$ cat config.mk
export PLATFORM = sky130hd
export DESIGN_NAME = joint_ramp_ctrl_flat
export DESIGN_NICKNAME = d
export VERILOG_FILES = /design/src/rtl/joint_pkg.sv /design/src/rtl/joint_ramp_ctrl_if.sv /design/src/rtl/joint_ramp_slew.sv /design/src/rtl/joint_ramp_ctrl.sv /design/src/flat_wrapper.sv
export SDC_FILE = /design/constraint.sdc
export NUM_CORES = 1
export LEC_CHECK = 0
export CAP_MARGIN = 20
export CORE_ASPECT_RATIO = 1.75
export CORE_MARGIN = 1.5
export CORE_UTILIZATION = 40
export DETAILED_ROUTE_END_ITERATION = 6
export PLACE_DENSITY = 0.56
export SLEW_MARGIN = 0
export SYNTH_ARGS = -nofsm -noshare
export SYNTH_HDL_FRONTEND = slang
export SYNTH_SLANG_ARGS = --single-unit
export TNS_END_PERCENT = 20
$ cat constraint.sdc
create_clock -name clk -period 6.7 [get_ports clk]
set_clock_uncertainty 0.2 [all_clocks]
set_input_delay 1.34 -clock clk [delete_from_list [all_inputs] [get_ports clk]]
set_output_delay 1.34 -clock clk [all_outputs]
set_load 0.03 [all_outputs]
$ cat src/rtl/joint_pkg.sv
// Shared types, state encoding and frequency saturation helper for the joint ramp controller.
package joint_pkg;

  localparam int unsigned JOINT_W = 32;

  typedef logic signed [JOINT_W-1:0] freq_t;
  typedef logic [1:0]                joint_state_t;

  localparam joint_state_t ST_OFF   = 2'd0;
  localparam joint_state_t ST_RUN   = 2'd1;
  localparam joint_state_t ST_STOP  = 2'd2;
  localparam joint_state_t ST_FAULT = 2'd3;

  // Clamp a signed frequency to +/-lim (lim assumed non-negative).
  function automatic freq_t sat_freq(input freq_t x, input freq_t lim);
    freq_t r;
    r = x;
    if (x > lim) begin
      r = lim;
    end else if (x < -lim) begin
      r = -lim;
    end
    return r;
  endfunction

endpackage

$ cat src/rtl/joint_ramp_ctrl_if.sv
// Host-side command/status bundle between the register interface and joint_ramp_ctrl.
interface joint_ramp_ctrl_if;
  import joint_pkg::*;

  logic         enableReq;
  freq_t        freqTarget;
  logic         cmdStrobe;
  logic         jointEnable;
  freq_t        jointFreqCmd;
  logic         atTarget;
  joint_state_t state;
  logic         wdtFault;

  modport master (
    output enableReq, freqTarget, cmdStrobe,
    input  jointEnable, jointFreqCmd, atTarget, state, wdtFault
  );

  modport slave (
    input  enableReq, freqTarget, cmdStrobe,
    output jointEnable, jointFreqCmd, atTarget, state, wdtFault
  );

endinterface

$ cat src/rtl/joint_ramp_slew.sv
// Tick-gated, acceleration-limited step of the frequency command toward the effective target.
module joint_ramp_slew
  import joint_pkg::*;
#(
  parameter logic [JOINT_W-1:0] ACCEL_STEP = 32'd16
) (
  input  logic  clk,
  input  logic  rst_n,
  input  logic  tick,
  input  logic  en,
  input  freq_t eff,
  output freq_t cmd
);

  localparam int unsigned DW = JOINT_W + 1;
  localparam logic signed [DW-1:0] STEP_S = $signed({1'b0, ACCEL_STEP});

  logic signed [DW-1:0] diff;
  freq_t                cmd_nxt;

  // Difference is taken one bit wider so opposite-sign extremes cannot wrap.
  always_comb begin
    diff    = $signed({eff[JOINT_W-1], eff}) - $signed({cmd[JOINT_W-1], cmd});
    cmd_nxt = eff;
    if (diff > STEP_S) begin
      cmd_nxt = cmd + $signed(ACCEL_STEP);
    end else if (diff < -STEP_S) begin
      cmd_nxt = cmd - $signed(ACCEL_STEP);
    end
  end

  always_ff @(posedge clk or negedge rst_n) begin
    if (!rst_n) begin
      cmd <= '0;
    end else if (!en) begin
      cmd <= '0;
    end else if (tick) begin
      cmd <= cmd_nxt;
    end
  end

endmodule

$ cat src/rtl/joint_ramp_ctrl.sv
// Enable/stop sequencer and frequency ramp for one joint_pwmdir channel.
// Optional host-command watchdog compiled in with JOINT_RAMP_WDT_EN.
module joint_ramp_ctrl
  import joint_pkg::*;
#(
  parameter int unsigned        TICK_DIV   = 48000,
  parameter logic [JOINT_W-1:0] ACCEL_STEP = 32'd16,
  parameter logic [JOINT_W-1:0] FREQ_MAX   = 32'd2000000,
  parameter int unsigned        WDT_TICKS  = 100
) (
  input  logic               clk,
  input  logic               rst_n,
  joint_ramp_ctrl_if.slave   bus
);

  localparam int unsigned TICK_W = (TICK_DIV > 1) ? $clog2(TICK_DIV) : 1;

  logic [TICK_W-1:0] tick_cnt;
  logic              tick;
  freq_t             target_q;
  freq_t             cmd;
  freq_t             eff;
  joint_state_t      state_q;
  joint_state_t      state_nxt;
  logic              enable_q;
  logic              enable_nxt;
  logic              slew_en;
  logic              wdt_expire;
  logic              wdt_fault;

  // Free-running ramp update tick.
  assign tick = (tick_cnt == TICK_W'(TICK_DIV - 1));

  always_ff @(posedge clk or negedge rst_n) begin
    if (!rst_n) begin
      tick_cnt <= '0;
    end else if (tick) begin
      tick_cnt <= '0;
    end else begin
      tick_cnt <= tick_cnt + TICK_W'(1);
    end
  end

  // Host target is latched in every state; only RUN consumes it.
  always_ff @(posedge clk or negedge rst_n) begin
    if (!rst_n) begin
      target_q <= '0;
    end else if (bus.cmdStrobe) begin
      target_q <= sat_freq(bus.freqTarget, freq_t'(FREQ_MAX));
    end
  end

`ifdef JOINT_RAMP_WDT_EN
  localparam int unsigned WDT_W = $clog2(WDT_TICKS + 1);

  logic [WDT_W-1:0] wdt_cnt;
  logic             wdt_fault_q;

  // Expiry is judged on the tick alone, so a coincident strobe cannot rescue it.
  assign wdt_expire = (state_q == ST_RUN) && tick && (wdt_cnt == WDT_W'(WDT_TICKS - 1));
  assign wdt_fault  = wdt_fault_q;

  always_ff @(posedge clk or negedge rst_n) begin
    if (!rst_n) begin
      wdt_cnt <= '0;
    end else if ((state_q != ST_RUN) || bus.cmdStrobe) begin
      wdt_cnt <= '0;
    end else if (tick) begin
      wdt_cnt <= wdt_cnt + WDT_W'(1);
    end
  end

  always_ff @(posedge clk or negedge rst_n) begin
    if (!rst_n) begin
      wdt_fault_q <= 1'b0;
    end else if (wdt_expire) begin
      wdt_fault_q <= 1'b1;
    end else if ((state_q == ST_FAULT) && !bus.enableReq) begin
      wdt_fault_q <= 1'b0;
    end
  end
`else
  logic unused_wdt_cfg;

  assign unused_wdt_cfg = |WDT_TICKS;
  assign wdt_expire     = 1'b0;
  assign wdt_fault      = 1'b0;
`endif

  // State register.
  always_ff @(posedge clk or negedge rst_n) begin
    if (!rst_n) begin
      state_q <= ST_OFF;
    end else begin
      state_q <= state_nxt;
    end
  end

  // Next-state logic.
  always_comb begin
    state_nxt = state_q;
    case (state_q)
      ST_OFF: begin
        if (bus.enableReq && !wdt_fault) begin
          state_nxt = ST_RUN;
        end
      end
      ST_RUN: begin
        if (wdt_expire || !bus.enableReq) begin
          state_nxt = ST_STOP;
        end
      end
      ST_STOP: begin
        if (bus.enableReq && !wdt_fault) begin
          state_nxt = ST_RUN;
        end else if (cmd == '0) begin
          state_nxt = wdt_fault ? ST_FAULT : ST_OFF;
        end
      end
      ST_FAULT: begin
        if (!bus.enableReq) begin
          state_nxt = ST_OFF;
        end
      end
      default: state_nxt = ST_OFF;
    endcase
  end

  // Output decode: effective target and slew gating follow the current state.
  always_comb begin
    eff        = '0;
    slew_en    = 1'b0;
    enable_nxt = 1'b0;
    if (state_q == ST_RUN) begin
      eff = target_q;
    end
    if ((state_q == ST_RUN) || (state_q == ST_STOP)) begin
      slew_en = 1'b1;
    end
    if ((state_nxt == ST_RUN) || (state_nxt == ST_STOP)) begin
      enable_nxt = 1'b1;
    end
  end

  always_ff @(posedge clk or negedge rst_n) begin
    if (!rst_n) begin
      enable_q <= 1'b0;
    end else begin
      enable_q <= enable_nxt;
    end
  end

  joint_ramp_slew #(
    .ACCEL_STEP (ACCEL_STEP)
  ) u_slew (
    .clk   (clk),
    .rst_n (rst_n),
    .tick  (tick),
    .en    (slew_en),
    .eff   (eff),
    .cmd   (cmd)
  );

  assign bus.jointEnable  = enable_q;
  assign bus.jointFreqCmd = cmd;
  assign bus.atTarget     = (cmd == eff);
  assign bus.state        = state_q;
  assign bus.wdtFault     = wdt_fault;

endmodule

$ cat src/flat_wrapper.sv
// flat-port wrapper written by rule: the top's interface ports become plain ports
module joint_ramp_ctrl_flat import joint_pkg::*;
#(
  parameter int unsigned        TICK_DIV   = 48000,
  parameter logic [JOINT_W-1:0] ACCEL_STEP = 32'd16,
  parameter logic [JOINT_W-1:0] FREQ_MAX   = 32'd2000000,
  parameter int unsigned        WDT_TICKS  = 100
)
  (clk, rst_n, bus_enableReq, bus_freqTarget, bus_cmdStrobe, bus_jointEnable, bus_jointFreqCmd, bus_atTarget, bus_state, bus_wdtFault);
  joint_ramp_ctrl_if bus_i ();
  input  logic clk;
  input  logic rst_n;
  input wire logic [$bits(bus_i.enableReq)-1:0] bus_enableReq;
  input wire logic [$bits(bus_i.freqTarget)-1:0] bus_freqTarget;
  input wire logic [$bits(bus_i.cmdStrobe)-1:0] bus_cmdStrobe;
  output wire logic [$bits(bus_i.jointEnable)-1:0] bus_jointEnable;
  output wire logic [$bits(bus_i.jointFreqCmd)-1:0] bus_jointFreqCmd;
  output wire logic [$bits(bus_i.atTarget)-1:0] bus_atTarget;
  output wire logic [$bits(bus_i.state)-1:0] bus_state;
  output wire logic [$bits(bus_i.wdtFault)-1:0] bus_wdtFault;
  assign bus_i.enableReq = bus_enableReq;
  assign bus_i.freqTarget = bus_freqTarget;
  assign bus_i.cmdStrobe = bus_cmdStrobe;
  assign bus_jointEnable = bus_i.jointEnable;
  assign bus_jointFreqCmd = bus_i.jointFreqCmd;
  assign bus_atTarget = bus_i.atTarget;
  assign bus_state = bus_i.state;
  assign bus_wdtFault = bus_i.wdtFault;
  joint_ramp_ctrl #(.TICK_DIV(TICK_DIV), .ACCEL_STEP(ACCEL_STEP), .FREQ_MAX(FREQ_MAX), .WDT_TICKS(WDT_TICKS)) u_core (.clk(clk), .rst_n(rst_n), .bus(bus_i));
endmodule
==> impl_metrics.env, run 1 <==
# source this file to load flow results
export IMPL_core_area_um2=20800
export IMPL_instances_no_fill=1413
export IMPL_cts_num_sinks=83
export IMPL_yosysSeqAreaShare=0.246
export IMPL_routed_wire_length_per_instance_um=22.7
export IMPL_clkTransAtPathRegs_ns=0.06
export IMPL_min_path_type="flop to flop"
export IMPL_fp_nets=1194
export IMPL_final_nonclk_buf_share=0.0877
export IMPL_maximum_number_of_pins_on_one_net_before_global_route_repair=61
export IMPL_antenna_cells=0
export IMPL_timing_final_hold_violations=0
export IMPL_cts_path_max_buffers=2
export IMPL_slowest_cell_on_the_critical_path="or4_1"
export IMPL_synth_seq_cells=83
export IMPL_drive_above_1_share=0.0543
export IMPL_ys_flop_type="dfrtp_1"
export IMPL_r2r_slack_ns=0.46
export IMPL_ys_types=90
export IMPL_syn_mean_instance_area_um2=7.51
export IMPL_top_power_group="combinational logic"
export IMPL_initial_drc_count=791
export IMPL_worstPathCellList="inv_1, ha_1, inv_1, buf_4, nor2_1, ha_1, a21oi_1, a221o_1, o211ai_1, a31oi_4, mux2i_1, nand2_1, or4_1, or4_4, or3_1, nand2_2, a221oi_1, o21a_1"
export IMPL_via_count_of_the_first_global_routing_pass=8827
export IMPL_synth_cellmix_xorXnorShare=0.0603
export IMPL_data_required_time_at_the_worst_endpoint_ns=6.74
export IMPL_share_clk_of_total_power=0.154
export IMPL_ys_cells=1122
export IMPL_synth_top_area_share=0.246
export IMPL_ir_worst_vdd_mv=0.180
export IMPL_chip_area_from_the_yosys_synthesis_statistics_um2=8430
export IMPL_fp_row_count=70
export IMPL_flops=83
export IMPL_multiInputGateArea_um2=5790
export IMPL_final_clk_cell_share=0.0341
export IMPL_clockBufferCount=12
export IMPL_power_switching_share=0.530
export IMPL_power_leakage_nw=3.93
export IMPL_synth_top_cell_by_count="nor2_1"
export IMPL_timing_critical_path_from_type="flop"
export IMPL_power_per_cell_area_nw_per_um2=373
export IMPL_p_switching_mw=1.90
export IMPL_io_pins=73
export IMPL_syn_instance_count=1122
export IMPL_worst_path_max_fanout=9
export IMPL_log_warning_count=30
export IMPL_tritoncts="yes"
export IMPL_detailroute_wirelength_met2_um=16100
export IMPL_io_buffers=71
export IMPL_run_status="completed"
export IMPL_fill_cells=2123
export IMPL_slew_limit_headroom=0.335
export IMPL_worstSetupPathType="flop to flop"
export IMPL_nets=1228
export IMPL_finalSetupTns_ns=0
export IMPL_reg2reg_depth=18
export IMPL_layout_cell_area_non_filler_um2=9650
export IMPL_netlist_top_cells_count="101 x nor2_1, 88 x nand2_1, 83 x dfrtp_1"
export IMPL_synth_compound_area_share=0.246
export IMPL_cts_root_buffer_cell="clkbuf_16"
export IMPL_r2r_end="u_core.u_slew.cmd[7]$_DFFE_PN0P_"
export IMPL_wl_met1_um=12800
export IMPL_reg2reg_from="u_core.bus.state[1]$_DFF_PN0_"
export IMPL_timing_final_setup_violations=0
export IMPL_layout_cells_largest_class="combinational gates"
export IMPL_die_width_um=113
export IMPL_critPathCaptureType="flop"
export IMPL_antenna_found_initial=0
export IMPL_synth_area_um2=8430
export IMPL_timing_max_transition_violations_final=0
export IMPL_tap_cell_count=252
export IMPL_power_sequential_fraction=0.151
export IMPL_finalWorstSetupSlack_ns=0.465
export IMPL_buffers=90
export IMPL_finalClockPeriodUsage=0.931
[run 1: worst min-delay path by stage]
stage,from,end,slack (ns),depth (start not counted)
floorplan,u_core.tick_cnt[0]$_DFF_PN0_,u_core.tick_cnt[0]$_DFF_PN0_,0.23,1
global placement,u_core.tick_cnt[0]$_DFF_PN0_,u_core.tick_cnt[0]$_DFF_PN0_,0.26,1
detailed placement,u_core.tick_cnt[0]$_DFF_PN0_,u_core.tick_cnt[0]$_DFF_PN0_,0.27,1
CTS,u_core.tick_cnt[0]$_DFF_PN0_,u_core.tick_cnt[0]$_DFF_PN0_,0.28,1
global route,u_core.tick_cnt[0]$_DFF_PN0_,u_core.tick_cnt[0]$_DFF_PN0_,0.29,1
finish,u_core.tick_cnt[0]$_DFF_PN0_,u_core.tick_cnt[0]$_DFF_PN0_,0.29,1
==> run_1/closeup.png <==
Window x 36 to 76, y 117 to 157 um. Cells in gray, sequential cells in the stronger gray; small squares are vias.
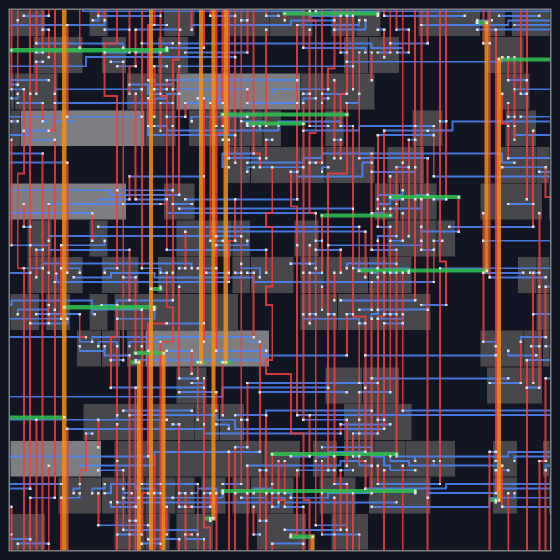
[M3] green
[M4] orange
[M1] blue
[M2] red
netlist names of flops here include: u_core.u_slew.cmd (5)
sequential cells in the window: 5
most frequent: nand3_1 (9), nand2_1 (9), buf_4 (8)
cells with their middle in the window: 111

==> run_1/m2.png <==
(2 px per um)
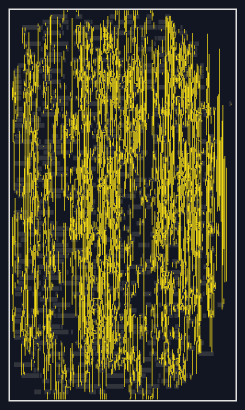
longest straight run: 128 um
main direction: vertical
share of all routed wire: 50%
nets with wire on the layer: 1054
wire length on this layer: 16100 um
met2 demand-to-capacity share in global routing: 0.515
Routed Wire Length: 32000 um
vias after detailed routing: 8960

==> run_1/ff_map.png <==
(3 px per um)
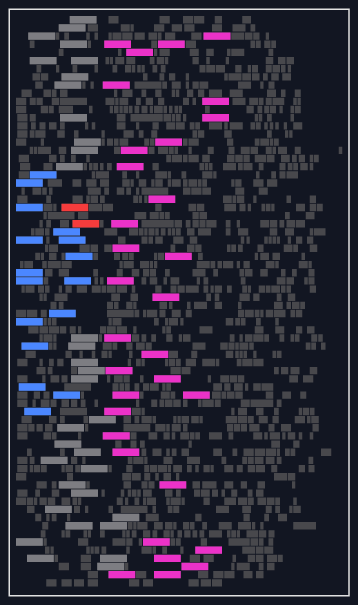
[u_core.tick_cnt] blue | placed flops: 16 | where: west
[u_core.u_slew.cmd] magenta | placed flops: 32
[u_core.bus.state] red | placed flops: 2
sequential share of cell area: 0.215
footprint of the flip-flops and latches: 2080 um2
Power Sequential: 543 uW

==> run_1/congestion_map.png <==
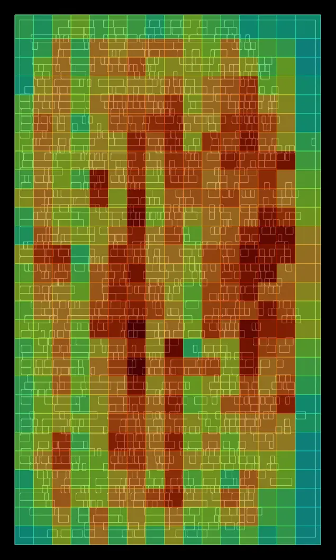
Global Route met3 Usage: 0.0255
Global Route met1 Usage: 0.347

==> run 1 -> run 2 <==
--- a/config.mk
+++ b/config.mk
@@ -7,11 +7,10 @@
 export LEC_CHECK = 0
 export CAP_MARGIN = 20
 export CORE_ASPECT_RATIO = 1.75
-export CORE_MARGIN = 1.5
+export CORE_MARGIN = 4
 export CORE_UTILIZATION = 40
 export DETAILED_ROUTE_END_ITERATION = 6
 export PLACE_DENSITY = 0.56
-export SLEW_MARGIN = 0
 export SYNTH_ARGS = -nofsm -noshare
 export SYNTH_HDL_FRONTEND = slang
 export SYNTH_SLANG_ARGS = --single-unit
==> run 2 against run 1 <==
  * Die area up 7.1%
  * Maximum frequency down 1.2%
  * Register-to-register slack worse by 0.07 ns
==> impl_metrics.env, run 2 <==
# source this file to load flow results
export IMPL_hold_path_startpoint="u_core.tick_cnt[0]$_DFF_PN0_"
export IMPL_cts_root_buffer_cell="clkbuf_16"
export IMPL_power_per_cell_area_nw_per_um2=369
export IMPL_ys_cells=1122
export IMPL_share_clk_of_total_power=0.138
export IMPL_instances_no_fill=1417
export IMPL_drive_above_1_share=0.0584
export IMPL_cts_num_sinks=83
export IMPL_post_cts_repair_setup_buffers=0
export IMPL_timing_max_transition_violations_final=0
export IMPL_r2r_slack_ns=0.39
export IMPL_cell_depth_of_the_worst_hold_path=1
export IMPL_worstSetupPathType="flop to flop"
export IMPL_slowest_cell_on_the_critical_path="or4_1"
export IMPL_clkTransAtPathRegs_ns=0.07
export IMPL_synth_top_area_share=0.246
export IMPL_netlist_top_cells_count="101 x nor2_1, 88 x nand2_1, 83 x dfrtp_1"
export IMPL_finalClockPeriodUsage=0.941
export IMPL_via_count_of_the_first_global_routing_pass=8810
export IMPL_top_power_group="combinational logic"
export IMPL_placed_inst_area_um2=9350
export IMPL_routed_wire_length_per_instance_um=22.7
export IMPL_finalSetupTns_ns=0
export IMPL_area_growth_synth_to_final_pct=14.3
export IMPL_chip_area_from_the_yosys_synthesis_statistics_um2=8430
export IMPL_data_required_time_at_the_worst_endpoint_ns=6.74
export IMPL_drt_vias_per_instance=6.38
export IMPL_fp_nets=1194
export IMPL_ir_worst_vdd_mv=0.169
export IMPL_synth_cellmix_xorXnorShare=0.0603
export IMPL_antenna_found_initial=0
export IMPL_r2r_end="u_core.u_slew.cmd[7]$_DFFE_PN0P_"
export IMPL_maxClockFrequency_mhz=159
export IMPL_p_switching_mw=1.93
export IMPL_layout_cell_area_non_filler_um2=9640
export IMPL_ys_flop_type="dfrtp_1"
export IMPL_critPathBufInv=3
export IMPL_power_sequential_uw=542
export IMPL_synth_seq_cells=83
export IMPL_power_leakage_nw=3.93
export IMPL_synth_top_cell_by_count="nor2_1"
export IMPL_run_status="completed"
export IMPL_yosysSeqAreaShare=0.246
export IMPL_power_switching_share=0.543
export IMPL_die_width_um=118
export IMPL_antenna_cells=0
export IMPL_worstPathCellList="inv_1, ha_1, inv_1, buf_4, nor2_1, ha_1, a21oi_1, a221o_1, o211ai_1, a31oi_4, mux2i_1, nand2_1, or4_1, or4_4, or3_1, nand2_2, a221oi_1, o21a_1"
export IMPL_ys_types=90
export IMPL_log_warning_count=30
export IMPL_initial_drc_count=803
export IMPL_power_share_combinational=0.710
export IMPL_io_pins=73
export IMPL_finalWorstSetupSlack_ns=0.392
export IMPL_timing_final_hold_violations=0
export IMPL_slew_limit_headroom=0.364
export IMPL_synth_compound_area_share=0.246
export IMPL_nets=1232
export IMPL_tritoncts="yes"
export IMPL_cell_internal_pwr_mw=1.63
export IMPL_syn_instance_count=1122
export IMPL_reg2reg_from="u_core.bus.state[1]$_DFF_PN0_"
export IMPL_synth_area_um2=8430
export IMPL_core_area_um2=20800
export IMPL_reg2reg_depth=18
export IMPL_power_sequential_fraction=0.152
export IMPL_cts_path_max_buffers=2
export IMPL_timing_critical_path_from_type="flop"
export IMPL_fill_cells=2152
export IMPL_worst_path_max_fanout=20
export IMPL_critPathCaptureType="flop"
export IMPL_maximum_number_of_pins_on_one_net_before_global_route_repair=58
export IMPL_timing_final_setup_violations=0
export IMPL_io_buffers=71
export IMPL_holdPathEnd="u_core.tick_cnt[0]$_DFF_PN0_"
export IMPL_syn_mean_instance_area_um2=7.51
-- run 2: routing by layer --
layer | vias up | GRT usage | part of all wire
li1 | 4250 | - | -
met1 | 4306 | 0.309 | 0.40
met2 | 359 | 0.473 | 0.49
met3 | 120 | 0.0240 | 0.040
met4 | 0 | 0.183 | 0.072
met5 | - | 0 | 0
-- run 2: final cells by class --
| type | instances | area [um2] | share of cell area |
|---|---|---|---|
| Multi-Input combinational cell | 895 | 5790 | 0.601 |
| Tap cell | 252 | 315 | 0.0327 |
| Timing Repair Buffer | 94 | 876 | 0.0909 |
| Clock inverter | 6 | 47.5 | 0.00493 |
| Clock buffer | 10 | 239 | 0.0248 |
| Inverter | 77 | 289 | 0.0300 |
| Sequential cell | 83 | 2080 | 0.216 |
==> run_2/m2.png <==
(2 px per um)
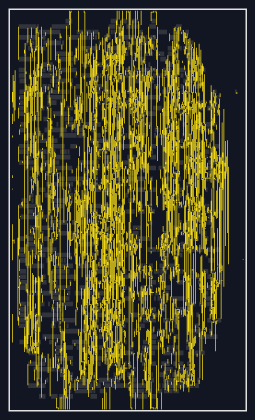
met2 demand-to-capacity share in global routing: 0.473
Routed Wire Length: 32100 um
vias after detailed routing: 9035

==> run_2/closeup.png <==
Window x 39 to 79, y 120 to 160 um. Cells in gray, sequential cells in the stronger gray; small squares are vias.
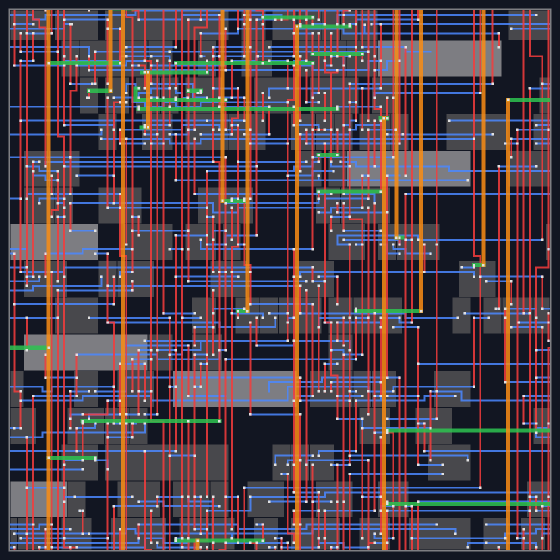
[M3] green
[M4] orange
[M2] red
[M1] blue
cells with their middle in the window: 119
most frequent: nor2_1 (11)
sequential cells in the window: 5
netlist names of flops here include: u_core.u_slew.cmd (5)

Power is estimated from default activity; no workload was simulated.
